### Cells colored by class

Fill, decap, tap and diode cells in gray.
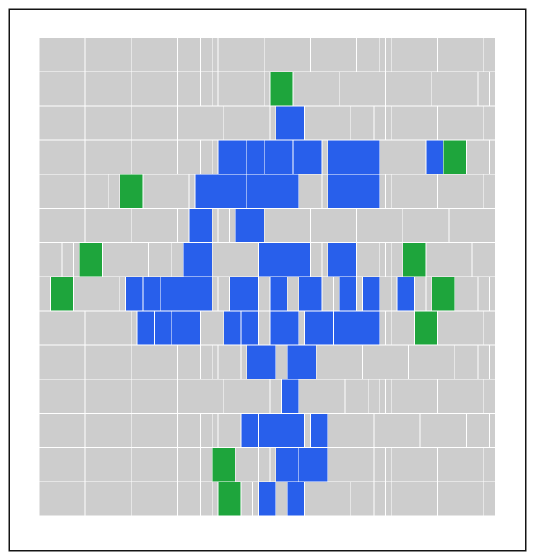
### Signal metal coverage by tile

8 x 9 tiles, from dark blue (low) to red (high), scaled to the fullest tile. Values are wire area over tile area, all layers added.
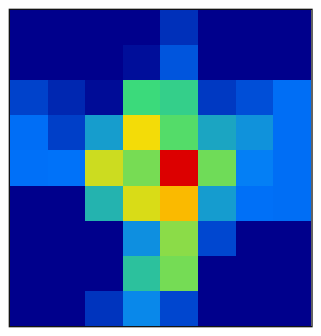
### Floorplan with the power grid

Scale bar: 10 um. Pins as bars on the die edge. Tap cells in gray.
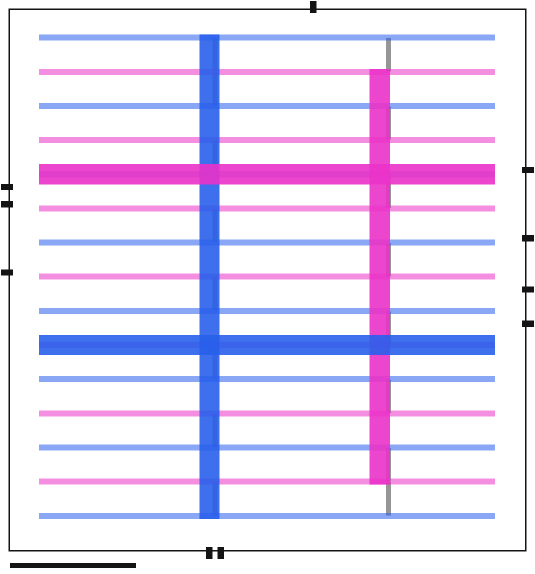
### Nets reached from selected ports

Scale bar: 10 um.
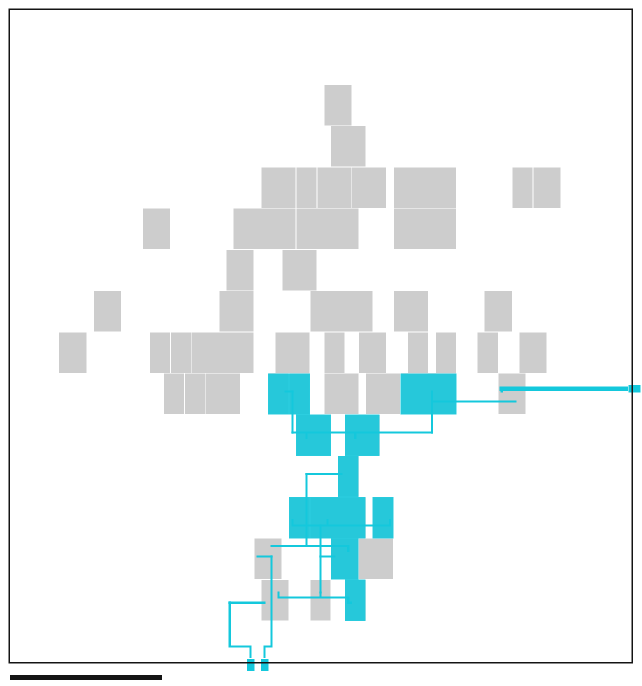
<file path="config.mk">
export PLATFORM = sky130hd
export DESIGN_NAME = seq_pair_lookup
export DESIGN_NICKNAME = d
export VERILOG_FILES = /design/src/rtl/seq_pkg.sv /design/src/rtl/seq_pair_lookup.sv
export SDC_FILE = /design/constraint.sdc
export NUM_CORES = 1
export LEC_CHECK = 0
export ABC_AREA = 1
export ABC_CLOCK_PERIOD_IN_PS = 1400
export CAP_MARGIN = 20
export CORE_AREA = 2 2 39 41
export DETAILED_ROUTE_END_ITERATION = 10
export DIE_AREA = 0 0 41 43
export PLACE_DENSITY_LB_ADDON = 0.1
export SYNTH_ARGS = -nofsm -noshare
export SYNTH_HDL_FRONTEND = slang
export SYNTH_SLANG_ARGS = --single-unit
</file>
<file path="constraint.sdc">
create_clock -name vclk -period 1.4
set_input_delay 0.28 -clock vclk [all_inputs]
set_output_delay 0.28 -clock vclk [all_outputs]
set_load 0.01 [all_outputs]
</file>
<file path="src/rtl/seq_pkg.sv">
// Shared constants and types for the 3-bit counter sequence checker:
// reference sequence table, FSM state enum and pair-lookup result payload.
package seq_pkg;

   localparam int unsigned SEQ_LEN = 8;
   localparam int unsigned DATA_W  = 3;
   localparam int unsigned IDX_W   = 3;

   typedef enum logic [1:0] {
      H0   = 2'd0,
      H1   = 2'd1,
      LOCK = 2'd2
   } state_t;

   typedef struct packed {
      logic             hit;
      logic [IDX_W-1:0] idx;
   } pair_hit_t;

   localparam logic [DATA_W-1:0] SEQ [SEQ_LEN] = '{
      3'd2, 3'd3, 3'd5, 3'd2, 3'd0, 3'd3, 3'd4, 3'd6
   };

   function automatic logic [DATA_W-1:0] seq_at(input logic [IDX_W-1:0] idx);
      return SEQ[idx];
   endfunction

endpackage

</file>
<file path="src/rtl/seq_pair_lookup.sv">
// Combinational lookup of a (prev, cur) sample pair among the consecutive
// pairs of the reference sequence; index is the position of cur.
module seq_pair_lookup
   import seq_pkg::*;
(
   input  logic [DATA_W-1:0] i_prev,
   input  logic [DATA_W-1:0] i_cur,
   output pair_hit_t         o_res_c
);

   // Every consecutive pair is unique, so at most one index can hit.
   always_comb begin
      o_res_c = '0;
      for (int unsigned i = 0; i < SEQ_LEN; i++) begin
         if (i_prev == seq_at(IDX_W'(i + SEQ_LEN - 1)) &&
             i_cur  == seq_at(IDX_W'(i))) begin
            o_res_c.hit = 1'b1;
            o_res_c.idx = IDX_W'(i);
         end
      end
   end

endmodule

</file>
==> out/qor.yml <==
power_frac_comb_pct: 100.0
fillers: 175
maxPowerGroup: "combinational logic"
max-cap-violations: 0
synth.most_common_cell: "nor2_1"
drtPass1Iterations: 2
hold_path_class: "in2out"
synthXorXnorAreaFrac_pct: 0
grt_use_total_pct: 6.893
top_layer: "met3"
crit_family: "buffers and inverters"
mux_area_share_pct: 0
grt_max_degree: 6
dieArea_um2: 1763
synth_nets: 48
relSlewSlack_pct: 89.19
p_seq_uw: 0
netlist_instances: 42
bufAreaShareNonClock_pct: 15.44
grtUsageMet3_pct: 0
crit_start: "i_prev[2]"
layout.area.top_class: "multi-input combinational cells"
vias_per_cell: 3.897
clockPowerShare_pct: 0
routed_wl_um: 563
dp_hpwl_um: 454.3
clk-power_uw: 0
sh_comb_area_pct: 69.11
finalSetupViolations: 0
cp_cell_sequence: "buf_2 -> nand3_2 -> inv_2 -> nand2_2 -> nand2_1 -> nor2_1 -> nand2_1 -> buf_2"
grt_pass1_wl_um: 910
crit_end: "o_res_c[3]"
switching_power_uw: 44.57
hold_slack_ns: 0.9984
finalHoldViolCount: 0
ys_cells: 42
sh_seq_area_pct: 0
endpoint_kind: "output pin"
met2_usage_pct: 12.19
drive_gt1_share_pct: 67.31
wl_met2_um: 295
tns_ns: 0
clkbuf_count: 0
p_per_area_nw_per_um2: 214.5
synth_area_per_cell_um2: 4.618
common_cells: "nor2_1 (9), nand2_1 (8), nand2_2 (8), inv_1 (5), nand3_1 (4)"
n_all_buffers: 10
cp.arrival_ns: 1.00
swShare_pct: 64.14
netlist.area_leader.share_pct: 25.81
critPathMaxFanout: 5
critPathKind: "in2out"
hold_depth: 4
wl_met3_um: 36
holdPathEnd: "o_res_c[1]"
cts_setup_buffers: 0
stdcell_area_um2: 324.1
clkCellAreaFrac_pct: 0
adder_share_pct: 0
fin_crit_ns: 1.277
drt_iter0_drc: 1
status: "completed"
grt.busiest_layer: "met2"
ys_types: 9
warning_count: 33
yosysChipArea_um2: 193.9
drc: 0
top_logic_kind: "simple AND/OR/NAND/NOR gates"
antenna_found_initial: 0
gp_congestion: 0.7102
min_period_over_period_pct: 91.18
grt.overflow.total: 0
num-multi-input-gates: 34
slowest_stage: "buf_2"
synth_area_um2: 193.9
wl_met1_um: 231
final_nets: 60
fin_util_pct: 23.42
power.combinational.total_uw: 69.5
internal_power_uw: 24.93
holdBufCountCts: 0
## Picture notes: 'Cells colored by class'
| class | color | cells |
|---|---|---|
| combinational and other logic | blue | 42 |
| remaining buffers and delay cells | green | 10 |
Rows: 14
core area: 1384 um^2

## Picture notes: 'Signal metal coverage by tile'
tiles over half the peak: 14%
nearly empty tiles: 43%
densest ninth of the die: center
fullest tile: 0.26
DR vias: 265
DR WL/cell: 8.279 um

## Picture notes: 'Floorplan with the power grid'
| net | color |
|---|---|
| VSS | blue |
| VDD | magenta |
met5 straps: 2
signal pins: 10
Die H: 43 um
Max rail drop VDD: 71.88 uV
Die Wd: 41 um

## Picture notes: 'Nets reached from selected ports'
| port | color | bits | direction | edge | end cells | buffers | wire |
|---|---|---|---|---|---|---|---|
| i_cur | cyan | 3 | input | 2 south, 1 east | 11 | 3 | 76.0 um |
IO Pins: 10
I/O Buffers: 10

-- cell usage in the layout (no fill, tap or decap) --
master | netlist | routed
nor2_1 | 9 | 3
nand3_2 | 0 | 2
nand2_4 | 0 | 3
inv_1 | 5 | 3
nor2_2 | 2 | 5
nor2_4 | 0 | 3
nand4_1 | 2 | 2
nand2_1 | 8 | 6
nand2_2 | 8 | 7
buf_2 | 0 | 10
inv_2 | 3 | 5
a21oi_1 | 1 | 1
nand3_1 | 4 | 2
-- metrics by stage --
step,setup slack [ns],power (uW)
4_1_cts,0.004284,64.96
5_1_grt,0.005371,77.98
3_5_place_dp,-0.7273,67.96
2_1_floorplan,0.3429,30.15
6_report,0.1234,69.50
3_3_place_gp,-0.7426,68.93
Power and IR drop assume default switching activity.
